Fig. 1: signal wires by layer
(6 px per um) Only two layers are drawn.
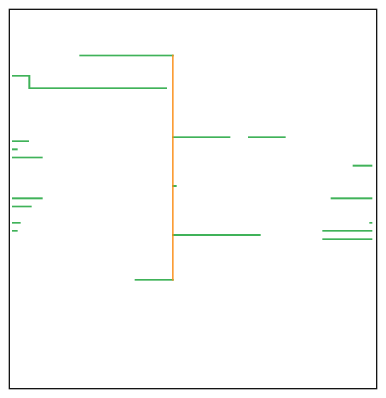
Fig. 2: metal 1
(6 px per um) Supply wires on this layer in grey.
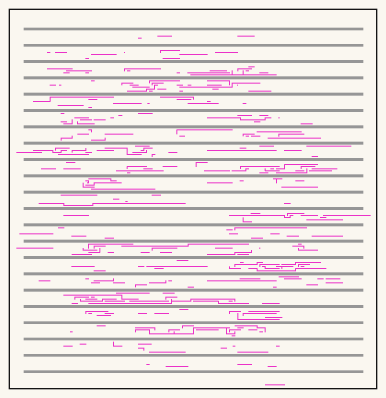
Fig. 3: gate-type map
(8 px per um)
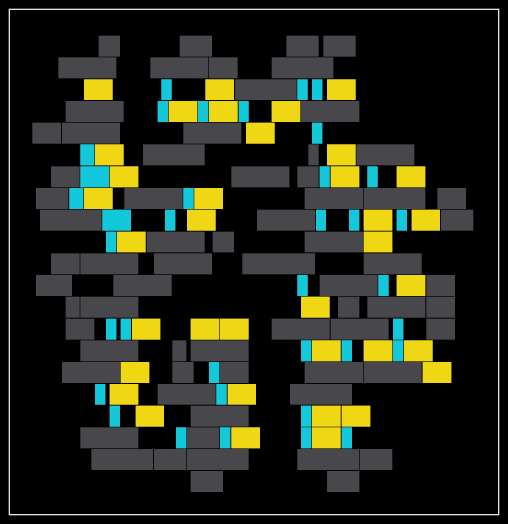
Fig. 4: track usage over the die
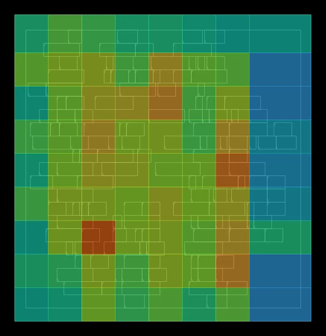
==> config.mk <==
export PLATFORM = sky130hd
export DESIGN_NAME = syncrst_pipe
export DESIGN_NICKNAME = d
export VERILOG_FILES = /design/src/rtl/syncrst_pkg.sv /design/src/rtl/syncrst_pipe_stage.sv /design/src/rtl/syncrst_pipe.sv
export SDC_FILE = /design/constraint.sdc
export NUM_CORES = 1
export LEC_CHECK = 0
export CAP_MARGIN = 20
export CORE_AREA = 2 2 59 61
export CTS_CLUSTER_SIZE = 16
export DETAILED_ROUTE_END_ITERATION = 8
export DIE_AREA = 0 0 61 63
export HOLD_SLACK_MARGIN = 0.08
export PLACE_DENSITY = 0.74
export SYNTH_ARGS = -nofsm -noshare
export SYNTH_HDL_FRONTEND = slang
export SYNTH_SLANG_ARGS = --single-unit
==> constraint.sdc <==
create_clock -name clk -period 0.9 [get_ports clk]
set_clock_uncertainty 0.15 [all_clocks]
set_input_delay 0.18 -clock clk [delete_from_list [all_inputs] [get_ports clk]]
set_output_delay 0.18 -clock clk [all_outputs]
set_load 0.02 [all_outputs]
==> reports/results.ini <==
[yosys]
number_of_standard_cells_after_synthesis=124
synth-compound-area-share_pct=0
post_synth_num_cell_types=9
synth-adder-area-share_pct=0
yosys.area.top_type_share_pct=52.6
yosys.area_share.simple_pct=10.2
ys_chip_area_sq_mm=0.00137
synth_xor_xnor_area_share_pct=0
synthMuxAreaShare_pct=26.3
yosys.stat.seqShare_pct=52.6
ys.flops=36
yosys_warnings=0
cell_area_after_synthesis_sq_mm=0.00137
library_cell_occupying_the_most_area_in_the_post_synthesis_netlist=sky130_fd_sc_hd__dfxtp_1
mean_instance_size_in_the_synthesized_netlist_sq_um=11.1
yosys-dominant-comb-family=multiplexers
fp_nets=137
netlist_top_cells_area=sky130_fd_sc_hd__dfxtp_1 53%, sky130_fd_sc_hd__mux2i_1 26%, sky130_fd_sc_hd__nor2_1 8.8%
cell_count_listed_in_synth_stat_txt=124

[critical_path]
worst-r2r-cell-count=3
endpoint_required_time_on_the_critical_path_ps=570
setup.worst_path.class=reg2out
worst-path-max-fanout=2
path_delay_family=flip-flops
critical_path.startpoint_type=register
timing.critical_path.buf_inv=1
rrSetupSlack_ps=10
crit_cells=1
critical_path.max_stage_delay_ps=350
critPathCaptureType=output port
timing.critical_path.arrival_ps=790
crit_slowest_cell=sky130_fd_sc_hd__dfxtp_2
crit_path_cell_trace=buf_6

[sta]
fin_crit_ps=1120
timing.slew.headroom_pct=84.3
drv_slew=0
report.final.setup_viol=9
finalSetupTns_ps=-1910
final_critical_path_setup_slack_ps=-218
hold_violations=0
worst-slew-pin-transition_ps=236
fmax_mhz=895
finalCritPeriodShare_pct=124
grt_setup_unrepaired=true

[clock_network]
cts.htree.levels=2
cts_tree=yes
cts-root-to-sink-buffers=2
postCtsHoldBufs=0
clk_latency_ps=320
inserted_clock_buffers=5
post_cts_resized=65
clock-sinks=36
post-cts-setup-buffer-count=1
clk_transition_reported_paths_ps=100
cts-root-buf=sky130_fd_sc_hd__clkbuf_4

[global_route]
grt_antenna_before_repair=0
gr-total-overflow=0
first_global_vias=842
grt_pass1_wl_um=3460
grt_start_max_net_pins=37

[flow_run]
tool_warnings=29
total_of_max_cap_violations=0

[final_layout]
area_delta_synth_final_pct=21.2
fill_cells=297
final_layout_top_logic_cells=36 x sky130_fd_sc_hd__mux2i_1, 32 x sky130_fd_sc_hd__nor2_1, 27 x sky130_fd_sc_hd__dfxtp_1
largest_reg_flops=32
diodes=0
fraction_of_layout_cells_with_a_size_suffix_above_1_pct=22.7
design.final.nets=154

[run_status]
violations=setup timing
run_status=complete, but fails checks

[routing]
drt_pass1_iterations=4
drt_iter0_drc=43
drt_drc_violations_left=0
drtAntennaViolNets=0
route.detailed.vias_per_inst=4.57

[pwr]
part_of_the_total_power_dissipated_in_the_clock_network_pct=28.3
cellLeakagePower_nw=0.747
vdd_ir_drop_max_mv=0.619
p_int_w=0.00207
switching_share_pct=22.4
seq_power_share_pct=62.2
p_sw_w=0.000598
gate_power_share_pct=9.5
p_per_area_mw_per_mm2=1610

[place]
placement.io_buffers=21
dp.final_hpwl_um=1290
gpl.final_weighted_congestion=0.634
pre_cts_slack_ps=-389

[hold_path]
min_delay_path_depth=3
hp-class=in2reg

[floorplanning]
floorplan.die.width_um=61
fp-utilization_pct=42.4
height_of_the_die_um=63
boundaryPins=22
dieArea_sq_mm=0.00384
fp.coreArea_sq_mm=0.00323
rows=21

About Fig. 1:
Orange marks M4, wire length 37.4 um. Green marks M3, wire length 123 um.
aggregate global-route resource usage: 12.4%
DR WL/cell: 10.9 um

About Fig. 2:
The wires run mostly horizontal. 141 nets have wire on it. The layer carries 904 um of wire. The layer holds 44% of the routed length.
overall via count from detail_route: 855
routed wire length: 2050 um
met1 demand-to-capacity share in global routing: 13.3%

About Fig. 3:
Yellow marks mux cells, cells 36, most used mux2i_1. Cyan marks nor cells, cells 36, most used nor2_1.
most common cell after layout, fill and taps aside: sky130_fd_sc_hd__mux2i_1
Comb/total area: 30.7%

About Fig. 4:
Most Crowded Layer GR: met2
final cell utilization of the core: 51.4%
fraction of met2 tracks used by global routing: 19.0%
Global Route met3 Usage: 6.42%

-- tightest hold or removal path, delay by kind of cell --
family / cells / cell delay [ps]
buf+inv: 2 / 400
simple gates: 1 / 50
-- cells in the mapped netlist --
master	n
sky130_fd_sc_hd__buf_6	1
sky130_fd_sc_hd__nor3_1	4
sky130_fd_sc_hd__clkbuf_1	1
sky130_fd_sc_hd__mux2i_1	36
sky130_fd_sc_hd__dfxtp_1	36
sky130_fd_sc_hd__buf_2	3
sky130_fd_sc_hd__buf_4	8
sky130_fd_sc_hd__buf_12	3
sky130_fd_sc_hd__nor2_1	32
-- power groups by stage --
stage / clock [W] / sequential [W] / combinational (W)
final: 0.000755 / 0.00166 / 0.000254
after global routing: 0.000891 / 0.00166 / 0.000278
after CTS: 0.000810 / 0.00166 / 0.000243
after detailed placement: 0 / 0.00170 / 0.000239
after global placement: 0 / 0.00169 / 0.000235
after floorplan: 0 / 0.00169 / 0.000185
-- through the flow --
step | cell area (sq um) | cells | util, % | power [W] | hold slack (ps)
after global routing | 1660 | 187 | 51.4 | 0.00283 | 188
after floorplan | 1390 | 124 | - | 0.00187 | 107
after global placement | 1540 | 178 | 47.8 | 0.00193 | 323
final | 1660 | 187 | 51.4 | 0.00267 | 188
after detailed placement | 1540 | 178 | 47.8 | 0.00193 | 336
after CTS | 1630 | 186 | 50.4 | 0.00271 | 185
-- per-layer routing --
layer	global-route usage, %	routed length [um]
met5	0	0
met4	7.34	37
met3	6.42	123
met2	19.0	980
met1	13.3	904
-- final cells by class --
cell class,instances,area [sq um],share of cell area (%)
tap,46,57.6,3.46
clock inverter,1,5.00,0.301
sequential,36,732,44.1
timing repair buffer,26,315,19.0
clock buffer,6,41.3,2.48
multi-input combinational,72,510,30.7
Power and IR drop assume default switching activity.
